--- config.mk ---
export PLATFORM = sky130hd
export DESIGN_NAME = vga_source_switch
export DESIGN_NICKNAME = d
export VERILOG_FILES = /design/src/rtl/vga_sw_pkg.sv /design/src/rtl/vga_frame_edge.sv /design/src/rtl/vga_source_switch.sv
export SDC_FILE = /design/constraint.sdc
export NUM_CORES = 1
export LEC_CHECK = 0
export CORE_ASPECT_RATIO = 0.7
export CORE_UTILIZATION = 43
export CTS_CLUSTER_SIZE = 25
export DETAILED_ROUTE_END_ITERATION = 7
export PLACE_DENSITY = 0.87
export SLEW_MARGIN = 20
export SYNTH_ARGS = -nofsm -noshare
export SYNTH_HDL_FRONTEND = slang
export SYNTH_SLANG_ARGS = --single-unit
--- constraint.sdc ---
create_clock -name clk -period 4.2 [get_ports clk]
set_clock_uncertainty 0.15 [all_clocks]
set_input_delay 1.05 -clock clk [delete_from_list [all_inputs] [get_ports clk]]
set_output_delay 1.05 -clock clk [all_outputs]
set_load 0.02 [all_outputs]
--- src/rtl/vga_sw_pkg.sv ---
// Shared types and helpers for the VGA source switch.
package vga_sw_pkg;

    // Switch controller states
    typedef enum logic [1:0] {
        IDLE    = 2'd0,
        PENDING = 2'd1,
        BLANK   = 2'd2
    } sw_state_e;

    // Sync polarity levels (value of SYNC_POL)
    localparam bit SYNC_ACTIVE_LOW  = 1'b0;
    localparam bit SYNC_ACTIVE_HIGH = 1'b1;

    // Width of the blank-frame counter (BLANK_FRAMES is 0..15)
    localparam int FCNT_W = 4;

    // Width of a source index; never narrower than one bit
    function automatic int idx_w(input int n);
        return (n > 1) ? $clog2(n) : 1;
    endfunction

endpackage

--- src/rtl/vga_frame_edge.sv ---
// Frame-start detector: remembers the previous vsync level of the selected
// source and pulses when vsync enters its active level. On a source switch
// the history register is loaded from the new source so the change of
// source itself never looks like an edge.
module vga_frame_edge
    import vga_sw_pkg::*;
#(
    parameter bit SYNC_POL = SYNC_ACTIVE_LOW
) (
    input  logic clk,
    input  logic rst_n,
    input  logic vs_cur,
    input  logic load,
    input  logic load_val,
    output logic frame_start
);

    logic prev_q, prev_d;

    // Next history value: new source's level on a switch, else current level
    always_comb begin
        prev_d = load ? load_val : vs_cur;
    end

    // History register, reset to the inactive sync level
    always_ff @(posedge clk or negedge rst_n) begin
        if (!rst_n) prev_q <= ~SYNC_POL;
        else        prev_q <= prev_d;
    end

    assign frame_start = (vs_cur == SYNC_POL) && (prev_q != SYNC_POL);

endmodule

--- src/rtl/vga_source_switch.sv ---
// Frame-synchronous N:1 VGA source selector with post-switch blanking.
// A request is committed at the next frame start of the source currently
// shown; RGB is then held black for BLANK_FRAMES frames of the new source.
// Optional feature: define VGA_SW_TIMEOUT_EN to give up waiting for a frame
// boundary after TIMEOUT_CYC clocks (dead or unplugged source).
module vga_source_switch
    import vga_sw_pkg::*;
#(
    parameter int          N_SRC        = 4,
    parameter int          CW           = 4,
    parameter bit          SYNC_POL     = SYNC_ACTIVE_LOW,
    parameter int          BLANK_FRAMES = 1,
    parameter int unsigned TIMEOUT_CYC  = 2**22,
    localparam int         IW           = idx_w(N_SRC)
) (
    input  logic                  clk,
    input  logic                  rst_n,
    input  logic [IW-1:0]         sel_req,
    input  logic                  sel_valid,
    input  logic [N_SRC*CW-1:0]   r_in,
    input  logic [N_SRC*CW-1:0]   g_in,
    input  logic [N_SRC*CW-1:0]   b_in,
    input  logic [N_SRC-1:0]      hs_in,
    input  logic [N_SRC-1:0]      vs_in,
    output logic [CW-1:0]         r_out,
    output logic [CW-1:0]         g_out,
    output logic [CW-1:0]         b_out,
    output logic                  hs_out,
    output logic                  vs_out,
    output logic [IW-1:0]         sel_cur,
    output logic                  busy
);

    // Elaboration-time parameter sanity
    if (N_SRC < 2 || N_SRC > 16) begin : g_bad_nsrc
        $error("vga_source_switch: N_SRC must be 2..16");
    end
    if (BLANK_FRAMES < 0 || BLANK_FRAMES > 15) begin : g_bad_blank
        $error("vga_source_switch: BLANK_FRAMES must be 0..15");
    end
    if (TIMEOUT_CYC == 0) begin : g_bad_timeout
        $error("vga_source_switch: TIMEOUT_CYC must be non-zero");
    end

    sw_state_e           state_q, state_d;
    logic [IW-1:0]       sel_cur_q, sel_cur_d;
    logic [IW-1:0]       pend_q, pend_d;
    logic                pend_v_q, pend_v_d;
    logic [FCNT_W-1:0]   fcnt_q, fcnt_d;
    logic [CW-1:0]       r_q, r_d, g_q, g_d, b_q, b_d;
    logic                hs_q, hs_d, vs_q, vs_d;

    logic                frame_start;
    logic                timeout;
    logic                do_switch;
    logic                req_ok;

    assign req_ok = sel_valid && (int'(sel_req) < N_SRC);

    vga_frame_edge #(.SYNC_POL(SYNC_POL)) u_frame_edge (
        .clk         (clk),
        .rst_n       (rst_n),
        .vs_cur      (vs_in[sel_cur_q]),
        .load        (do_switch),
        .load_val    (vs_in[pend_q]),
        .frame_start (frame_start)
    );

`ifdef VGA_SW_TIMEOUT_EN
    logic [31:0] tcnt_q, tcnt_d;

    assign timeout = (state_q != IDLE) && (tcnt_q == 32'(TIMEOUT_CYC - 1));

    // Clocks since the last frame boundary while a switch is in progress
    always_comb begin
        tcnt_d = tcnt_q + 32'd1;
        if (state_q == IDLE || frame_start || timeout) tcnt_d = '0;
    end

    // Timeout counter register
    always_ff @(posedge clk or negedge rst_n) begin
        if (!rst_n) tcnt_q <= '0;
        else        tcnt_q <= tcnt_d;
    end
`else
    assign timeout = 1'b0;
`endif

    // Switch FSM: request filtering, frame-synchronous commit, blank count
    always_comb begin
        state_d   = state_q;
        sel_cur_d = sel_cur_q;
        pend_d    = pend_q;
        pend_v_d  = pend_v_q;
        fcnt_d    = fcnt_q;
        do_switch = 1'b0;
        case (state_q)
            IDLE: begin
                if (req_ok && sel_req != sel_cur_q) begin
                    pend_d  = sel_req;
                    state_d = PENDING;
                end
            end
            PENDING: begin
                if (frame_start || timeout) begin
                    // Commit the old pend; a coincident request is applied
                    // as if it arrived in the state we move into.
                    do_switch = 1'b1;
                    sel_cur_d = pend_q;
                    fcnt_d    = '0;
                    pend_v_d  = 1'b0;
                    if (BLANK_FRAMES > 0) begin
                        state_d = BLANK;
                        if (req_ok) begin
                            if (sel_req == pend_q) begin
                                pend_v_d = 1'b0;
                            end else begin
                                pend_d   = sel_req;
                                pend_v_d = 1'b1;
                            end
                        end
                    end else begin
                        state_d = IDLE;
                        if (req_ok && sel_req != pend_q) begin
                            pend_d  = sel_req;
                            state_d = PENDING;
                        end
                    end
                end else if (req_ok) begin
                    if (sel_req == sel_cur_q) state_d = IDLE;
                    else                      pend_d  = sel_req;
                end
            end
            BLANK: begin
                // Requests are queued; asking for the shown source cancels
                if (req_ok) begin
                    if (sel_req == sel_cur_q) begin
                        pend_v_d = 1'b0;
                    end else begin
                        pend_d   = sel_req;
                        pend_v_d = 1'b1;
                    end
                end
                if (timeout ||
                    (frame_start && (int'(fcnt_q) + 1 >= BLANK_FRAMES))) begin
                    state_d  = pend_v_d ? PENDING : IDLE;
                    pend_v_d = 1'b0;
                end else if (frame_start) begin
                    fcnt_d = fcnt_q + 1'b1;
                end
            end
            default: state_d = IDLE;
        endcase
    end

    // Controller registers
    always_ff @(posedge clk or negedge rst_n) begin
        if (!rst_n) begin
            state_q   <= IDLE;
            sel_cur_q <= '0;
            pend_q    <= '0;
            pend_v_q  <= 1'b0;
            fcnt_q    <= '0;
        end else begin
            state_q   <= state_d;
            sel_cur_q <= sel_cur_d;
            pend_q    <= pend_d;
            pend_v_q  <= pend_v_d;
            fcnt_q    <= fcnt_d;
        end
    end

    // Output mux from the current source; RGB forced black while blanking
    always_comb begin
        r_d  = r_in[int'(sel_cur_q)*CW +: CW];
        g_d  = g_in[int'(sel_cur_q)*CW +: CW];
        b_d  = b_in[int'(sel_cur_q)*CW +: CW];
        hs_d = hs_in[sel_cur_q];
        vs_d = vs_in[sel_cur_q];
        if (state_q == BLANK) begin
            r_d = '0;
            g_d = '0;
            b_d = '0;
        end
    end

    // Output registers; syncs reset to their inactive level
    always_ff @(posedge clk or negedge rst_n) begin
        if (!rst_n) begin
            r_q  <= '0;
            g_q  <= '0;
            b_q  <= '0;
            hs_q <= ~SYNC_POL;
            vs_q <= ~SYNC_POL;
        end else begin
            r_q  <= r_d;
            g_q  <= g_d;
            b_q  <= b_d;
            hs_q <= hs_d;
            vs_q <= vs_d;
        end
    end

    assign r_out   = r_q;
    assign g_out   = g_q;
    assign b_out   = b_q;
    assign hs_out  = hs_q;
    assign vs_out  = vs_q;
    assign sel_cur = sel_cur_q;
    assign busy    = (state_q != IDLE);

endmodule

Run 1, met2 routing:
Bar = 20 um.
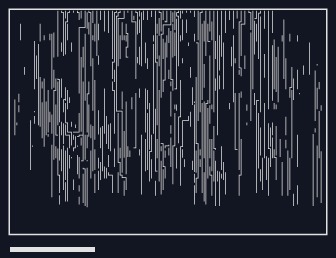
longest straight run = 29.2 um
wire length on this layer = 2,450 um
main direction = vertical
Vias: 1,360
total wire length: 4657 um
GR Layer Usage met2: 42.04%

Run 1, placed standard cells:
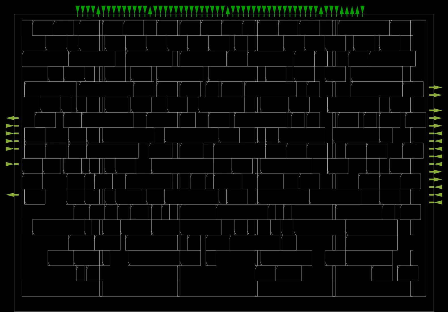
Core Box Area: 0.003513 mm2
FP Rows: 18
# Taps: 50
register share of the cell area: 26.62%
post-route non-filler standard cell count: 247

Run 1, floorplan with the power grid:
Pins as bars on the die edge. Tap cells in gray.
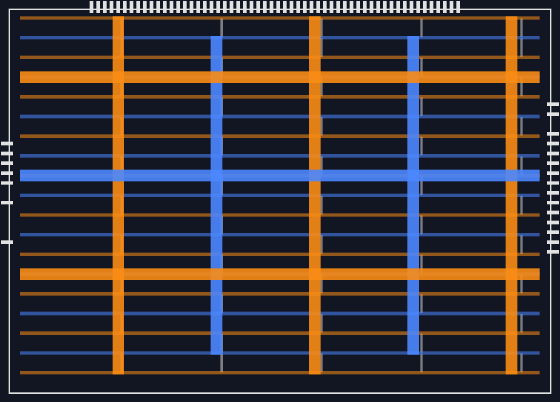
orange -> VSS
blue -> VDD
rows = 18
met4 straps = 5
met1 rails = 19
signal pins = 78
die x size: 74.55 um
Chip Height: 52.78 um
Peak VDD IR: 0.4158 mV

Run 1, clock distribution:
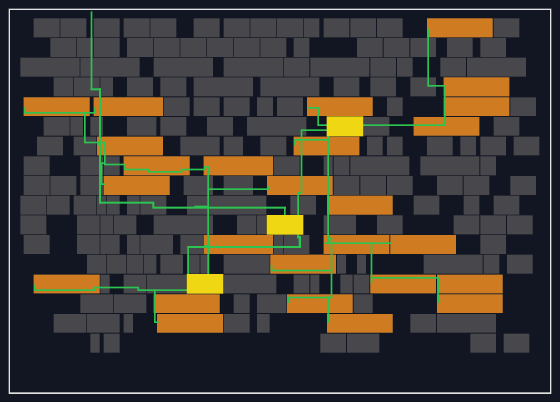
orange -> flip-flops  # count 26
green -> clock wires  # length 313 um
yellow -> clock-net drivers  # count 3
routed clock nets = 4

==> flow_metrics.tcl, run 1 <==
# yosys + openroad results
set metrics [dict create \
    power_uw 1565 \
    dpl_cell_area_mm2 0.002387 \
    dr_wl_met2_um 2452 \
    utilization_pct 69.98 \
    crit_slowest_cell "dfrtp_1" \
    placed_cells 243 \
    fp-utilization_pct 45.09 \
    hold_viol 0 \
    max_cap_violations 0 \
    grtUsageMet3_pct 4.615 \
    synth.cell_area_mm2 0.001584 \
    grt_antenna_before_repair 0 \
    final_nets 265 \
    track_usage_pct 24.59 \
    logic_family "multiplexers" \
    area_growth_pct 55.21 \
    power.leakage_uw 0.0009811 \
    path_class "flip-flop to primary output" \
    die_area_mm2 0.003934 \
    tritoncts "yes" \
    rsz0062_at_grt "false" \
    postSynthNetCount 188 \
    area_leaders "dfrtp_1 (36%), mux4_2 (20%), nor2b_1 (5.5%)" \
    period_needed_ns 3.096 \
    fin_crit_sh_pct 73.72 \
    largest_area_cell "dfrtp_1" \
    setup_tns_ns 0 \
    crit_end "sel_cur[1]" \
    first_global_vias 1336 \
    synth_warnings 0 \
    post_cts_buffers 0 \
    min_to "pend_v_q" \
    status "finished, final reports clean" \
    drv_slew 0 \
    routedWlPerCell_um 18.85 \
    final_cell_mix "clkdlybuf4s50_1 (76), dfrtp_1 (23), mux4_2 (14), nor2b_1 (14), ha_1 (6)" \
    hold_class "flip-flop to flip-flop" \
    start_kind "flip-flop" \
    port_buffers 77 \
    layout_top_cell "clkdlybuf4s50_1" \
    r2r-end "pend_q[1]" \
    whs_ns 0.3820 \
    globalplace.congestion 0.9192 \
    synthAoiAreaFrac_pct 11.37 \
    clock_sinks 26 \
    setup_violations 0 \
    drt_iter0_drc 80 \
    postCtsResizedCells 0 \
    arrival_ns 1.90 \
]
run 1: flip-flops by register name (all words and copies together) (netlist names), 2 cells and up:
register and count:
state_q 2, r_out 4, sel_cur 2, pend_q 2, g_out 4, b_out 4, fcnt_q 4
run 1: report_power, final:
| part | switching (uW) | leakage (uW) | total (uW) | internal [uW] |
|---|---|---|---|---|
| Sequential | 83.6 | 0.000319 | 445 | 361 |
| Combinational | 429 | 0.000627 | 911 | 482 |
| Clock | 80.9 | 0.0000357 | 209 | 128 |
| Total | 594 | 0.000981 | 1560 | 971 |
run 1: cells in the mapped netlist:
| cell type | number |
|---|---|
| a221oi_1 | 1 |
| mux2_2 | 4 |
| or2_2 | 1 |
| o22ai_1 | 1 |
| dfrtp_1 | 23 |
| xor2_1 | 4 |
| nand3_1 | 2 |
| nor4b_1 | 1 |
| and3_1 | 1 |
| nor2b_1 | 14 |
| buf_2 | 2 |
| a21oi_1 | 4 |
| a22o_1 | 3 |
| clkbuf_1 | 3 |
| o22ai_4 | 1 |
| mux4_2 | 14 |
| o22a_4 | 1 |
| a31oi_1 | 1 |
| a21o_1 | 1 |
| nand2_1 | 2 |
| dfstp_2 | 3 |
| ha_1 | 6 |
| o21ai_1 | 1 |
| o21ai_2 | 2 |
| mux2_4 | 2 |
| mux2i_1 | 1 |
| a32o_1 | 1 |
| a22oi_2 | 1 |
| o211ai_1 | 1 |
| nor2_1 | 4 |
| inv_1 | 5 |
| nand3b_1 | 4 |
| o21ai_0 | 3 |
| or4b_2 | 1 |
| nand2b_1 | 1 |
| buf_6 | 1 |
run 1: area by class of cell:
class                      count  area (um2)
fill                         267        1055
clock buffer                   3       41.29
timing repair buffer          78       773.2
multi-input combinational     84       878.3
clock inverter                 1       30.03
tap                           50       62.56
sequential                    26       654.4
inverter                       5       18.77
==> inputs of run 2 (changes only) <==
--- a/config.mk
+++ b/config.mk
@@ -6,10 +6,10 @@
 export NUM_CORES = 1
 export LEC_CHECK = 0
 export CORE_ASPECT_RATIO = 0.7
-export CORE_UTILIZATION = 43
+export CORE_UTILIZATION = 36
 export CTS_CLUSTER_SIZE = 25
 export DETAILED_ROUTE_END_ITERATION = 7
-export PLACE_DENSITY = 0.87
+export PLACE_DENSITY = 0.78
 export SLEW_MARGIN = 20
 export SYNTH_ARGS = -nofsm -noshare
 export SYNTH_HDL_FRONTEND = slang
==> constraint.sdc (replaced) <==
create_clock -name clk -period 2.7 [get_ports clk]
set_clock_uncertainty 0.15 [all_clocks]
set_input_delay 0.675 -clock clk [delete_from_list [all_inputs] [get_ports clk]]
set_output_delay 0.675 -clock clk [all_outputs]
set_load 0.02 [all_outputs]
Run 2, cell classes on the final placement:
Bar = 20 um. Fill, decap, tap and diode cells in gray.
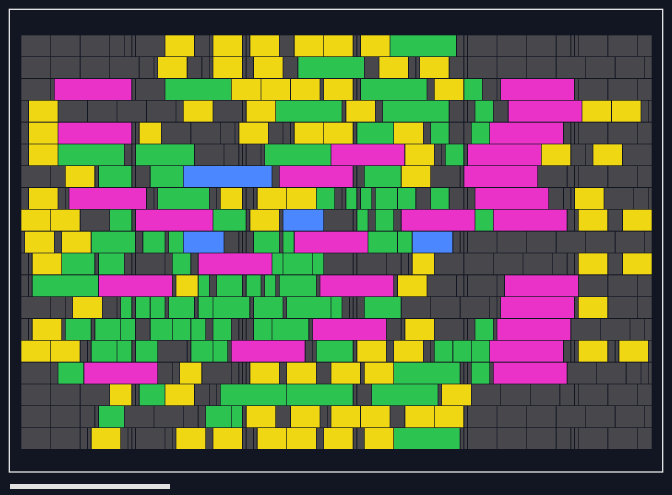
magenta -> registers  # cells 26
blue -> clock drivers and dummy loads  # cells 4
yellow -> remaining buffers and delay cells  # cells 83
green -> remaining logic cells  # cells 89

==> run 2 against run 1 <==
Register-to-register slack lost 1.4 ns; die area grew 19%; worst setup slack lost 0.98 ns; critical path depth grew 3; cell count grew 2.8%; wire length shrank 16%; count of clock-buffer cells in the layout is the same; synthesized area is the same; global-route usage shrank 6.4 points; design area grew 1.8%; non-clock buffer count grew 5; core utilization shrank 8.4 points; critical path type unchanged; highest routed layer unchanged.
==> flow_metrics.tcl, run 2 <==
# yosys + openroad results
set metrics [dict create \
    ir_worst_vdd_mv 0.6382 \
    power_uw 2419 \
    die_x_um 81.28 \
    switchingPower_uw 882.5 \
    arrival_ns 1.75 \
    hold_class "flip-flop to flip-flop" \
    fillerInstances 321 \
    track_usage_pct 18.16 \
    drt_iter0_drc 47 \
    layout_top_cell "clkdlybuf4s50_1" \
    p_sw_share_pct 36.48 \
    fin_crit_sh_pct 95.27 \
    r2r-end "state_q[0]" \
    p_seq_share_pct 28.0 \
    status "finished, final reports clean" \
    grt_antenna_before_repair 0 \
    whs_ns 0.3742 \
    postSynthNetCount 188 \
    enable_flop_cells 0 \
    hold_viol 0 \
    setup_tns_ns 0 \
    fp-utilization_pct 38.97 \
    top_cells_by_count "dfrtp_1 (23), mux4_2 (14), nor2b_1 (14)" \
    core_region_area_mm2 0.004065 \
    placed_cells 250 \
    crit_slowest_cell "clkdlybuf4s50_1" \
    setup_violations 0 \
    final_cell_mix "clkdlybuf4s50_1 (77), dfrtp_1 (23), mux4_2 (14), nor2b_1 (14)" \
    chipHeight_um 57.50 \
    instances_no_fill 254 \
    most_common_cell "dfrtp_1" \
    rsz0062_at_grt "false" \
    largest_area_cell "dfrtp_1" \
    globalplace.congestion 0.9333 \
    utilization_pct 61.59 \
    drv_slew 0 \
    clock_sinks 26 \
    postCtsHoldBufs 0 \
    p_clk_share_pct 13.1 \
    area_leaders "dfrtp_1 (36%), mux4_2 (20%), nor2b_1 (5.5%)" \
    rows 19 \
    intPower_uw 1537 \
    dpl_cell_area_mm2 0.002432 \
    vias 1329 \
    post_cts_buffers 0 \
    port_buffers 77 \
    start_kind "flip-flop" \
    max_cap_violations 0 \
    period_needed_ns 2.572 \
    synthArstFlopShare_pct 100.0 \
    first_global_vias 1352 \
    tritoncts "yes" \
    stdcell_area_mm2 0.002504 \
    final_nets 270 \
    path_class "flip-flop to primary output" \
    pwr-share-comb_pct 58.9 \
    postCtsResizedCells 0 \
    synthFlopType "dfrtp_1" \
]
==> run 2: cells by family after synthesis <==
family | after synthesis | synth area share [%]
and+or+nand+nor | 31 | 11.85
adders and majority gates | 6 | 4.739
xor gates and xnor gates | 4 | 2.211
AOI/OAI and AO/OA | 22 | 11.38
muxes | 21 | 25.28
buffers and inverters | 11 | 3.239
DFF | 26 | 41.31
==> run 2: layout make-up <==
class / instances / area, um2 / area share (%)
sequential: 26 / 654.4 / 26.14
clock inverter: 1 / 30.03 / 1.199
multi-input combinational: 84 / 878.3 / 35.08
timing repair buffer: 83 / 815.8 / 32.58
tap: 52 / 65.06 / 2.599
clock buffer: 3 / 41.29 / 1.649
inverter: 5 / 18.77 / 0.7496
==> run 2: worst max path at each step <==
| stage | endpoint | depth (start not counted) | startpoint | slack [ns] |
|---|---|---|---|---|
| global route | busy | 4 | state_q[0] | 0.05 |
| global placement | pend_q[0] | 6 | sel_req[0] | 0.10 |
| detailed placement | pend_q[1] | 6 | sel_req[1] | -0.01 |
| CTS | busy | 4 | state_q[0] | 0.11 |
| floorplan | state_q[0] | 7 | fcnt_q[0] | 0.48 |
| finish | busy | 4 | state_q[0] | 0.13 |
==> run 2: power groups by stage <==
| stage | Combinational, uW | Sequential, uW | Clock (uW) |
|---|---|---|---|
| 3_5_place_dp | 1430 | 682 | 0 |
| 3_3_place_gp | 1400 | 681 | 0 |
| 5_1_grt | 1540 | 698 | 343 |
| 2_1_floorplan | 800 | 790 | 0 |
| 6_report | 1420 | 678 | 318 |
| 4_1_cts | 1430 | 678 | 326 |
==> run 2: per-layer routing <==
metal | track usage (%) | up-vias | part of all wire, %
met4 | 2.041 | 0 | 0.53
met5 | 0 | - | 0
met1 | 25.95 | 664 | 44
met2 | 28.69 | 48 | 50
li1 | - | 613 | -
met3 | 4.640 | 4 | 6.0
==> inputs of run 3 (changes only) <==
--- a/config.mk
+++ b/config.mk
@@ -5,11 +5,12 @@
 export SDC_FILE = /design/constraint.sdc
 export NUM_CORES = 1
 export LEC_CHECK = 0
+export ABC_AREA = 1
 export CORE_ASPECT_RATIO = 0.7
-export CORE_UTILIZATION = 36
-export CTS_CLUSTER_SIZE = 25
+export CORE_UTILIZATION = 38
+export CTS_CLUSTER_SIZE = 8
 export DETAILED_ROUTE_END_ITERATION = 7
-export PLACE_DENSITY = 0.78
+export PLACE_DENSITY = 0.79
 export SLEW_MARGIN = 20
 export SYNTH_ARGS = -nofsm -noshare
 export SYNTH_HDL_FRONTEND = slang
==> run 3 against run 2 <==
Sequential cell count did not move; combinational power up 16%; design area grew 5.8%; hold slack got worse by 0.028 ns; critical endpoint unchanged; largest cell class unchanged.
==> flow_metrics.tcl, run 3 <==
# yosys + openroad results
set metrics [dict create \
    ys_ff 26 \
    chipHeight_um 59.01 \
    r2r-end "pend_q[1]" \
    crit_slowest_cell "clkdlybuf4s50_1" \
    top_layer "met4" \
    grt_util_met2_pct 37.47 \
    power-top-group "combinational cells" \
    globalplace.congestion 0.8139 \
    wl_um 4846 \
    switchingPower_uw 1207 \
    hold_class "flip-flop to flip-flop" \
    synthFlopType "dfrtp_1" \
    setup_violations 0 \
    enable_flop_cells 0 \
    start_kind "flip-flop" \
    status "finished, final reports clean" \
    first_global_vias 1796 \
    overflow 0 \
    firstDrtPassIters 4 \
    arrival_ns 1.70 \
    pg_clk_uw 328 \
    layout_top_cell "clkdlybuf4s50_1" \
    final_nets 385 \
    pwr-share-comb_pct 61.5 \
    port_buffers 77 \
    synthArstFlopShare_pct 100.0 \
    tritoncts "yes" \
    cp.depth 4 \
    use_met1_pct 27.93 \
    dr_wl_met2_um 2375 \
    crit_path_cell_trace "inv_1 -> ha_1 -> inv_1 -> clkdlybuf4s50_1" \
    p_sw_share_pct 45.04 \
    crit_end "busy" \
    crit_start "state_q[0]" \
    intPower_uw 1473 \
    area_leaders "dfrtp_1 (33%), nor2_1 (13%), o21ai_0 (9.1%)" \
    postCtsHoldBufs 0 \
    fin_crit_sh_pct 93.51 \
    rows 20 \
    die_x_um 83.44 \
    dp_hpwl_um 3734 \
    ir_worst_vdd_mv 0.5382 \
    grt_max_degree 31 \
    setup_tns_ns 0 \
    p_clk_share_pct 12.2 \
    p_comb_uw 1650 \
    most_common_cell "nor2_1" \
    grtUsageMet3_pct 3.900 \
    met3_length_um 230 \
    rsz0062_at_grt "false" \
    path_class "flip-flop to primary output" \
    reg2reg_slack_ns 0.60 \
    final_cell_mix "clkdlybuf4s50_1 (77), nor2_1 (63), o21ai_0 (32)" \
    largest_area_cell "dfrtp_1" \
    powerDensity_mw_per_mm2 1011 \
    fp-utilization_pct 40.06 \
    vias 1832 \
    hold_viol 0 \
    p_seq_uw 704 \
    clock_sinks 26 \
    postSynthNetCount 309 \
    grt-busiest-layer "met2" \
    track_usage_pct 21.53 \
    max_cap_violations 0 \
    synth_warnings 0 \
    wl_met1_um 2165 \
    post_cts_buffers 0 \
    drv_slew 0 \
    top_cells_by_count "nor2_1 (63), o21ai_0 (32), nand2_1 (30)" \
    core_region_area_mm2 0.004404 \
    p_seq_share_pct 26.3 \
    period_needed_ns 2.525 \
    grt_antenna_before_repair 0 \
    drt_iter0_drc 100 \
    postCtsResizedCells 0 \
]
run 3: layout make-up:
type | count | area (um2)
sequential | 26 | 654.4
fill | 404 | 1755
clock inverter | 1 | 30.03
multi-input combinational | 183 | 963.4
tap | 55 | 68.82
clock buffer | 3 | 41.29
inverter | 22 | 82.58
timing repair buffer | 82 | 808.3
run 3: kinds of logic after synthesis:
kind of cell	after synthesis	synth area share [%]
AOI/OAI and AO/OA	55	17.02
xor gates and xnor gates	3	1.490
adders and majority gates	6	4.255
buffers and inverters	33	8.298
DFF	26	37.09
and+or+nand+nor	119	31.84
run 3: worst register-to-register path, cell delays in order, from the launching register on:
cell,delay (ns)
dfrtp_1,0.41
buf_4,0.20
inv_2,0.36
nand2_1,0.09
nand3_1,0.14
nand2_4,0.10
nand3_4,0.11
nand2_1,0.09
nand2_1,0.07
nand3_1,0.07
nor2_1,0.16
nor2_2,0.04
run 3: worst min path at each step:
stage / cells after the start / end / start / slack [ns]
after global routing: 2 / pend_v_q / pend_v_q / 0.41
after floorplan: 0 / b_out[0] / rst_n / 0.23
final: 2 / pend_v_q / pend_v_q / 0.35
after detailed placement: 2 / pend_v_q / pend_v_q / 0.33
after CTS: 2 / pend_v_q / pend_v_q / 0.35
after global placement: 2 / pend_v_q / pend_v_q / 0.32
run 3: stage by stage:
| stage | cell area, um2 | hold WS, ns | instances | utilization, % | power, uW |
|---|---|---|---|---|---|
| finish | 2649 | 0.3462 | 372 | 60.14 | 2679 |
| detailed placement | 2577 | 0.3261 | 368 | 58.52 | 2354 |
| global placement | 2577 | 0.3209 | 368 | 58.52 | 2321 |
| CTS | 2649 | 0.3502 | 372 | 60.14 | 2693 |
| floorplan | 1764 | 0.2294 | 242 | - | 1804 |
| global route | 2649 | 0.4060 | 372 | 60.14 | 2911 |
Run 3, clock distribution:
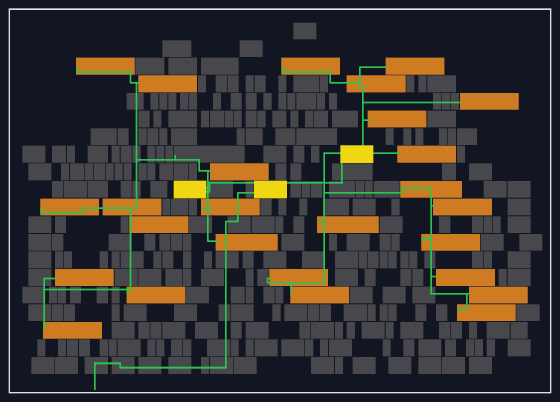
yellow -> clock-net drivers  # count 3
orange -> flip-flops  # count 26
green -> clock wires  # length 343 um
routed clock nets = 4

Power figures rest on the tool's default switching activity, not on a simulated workload.
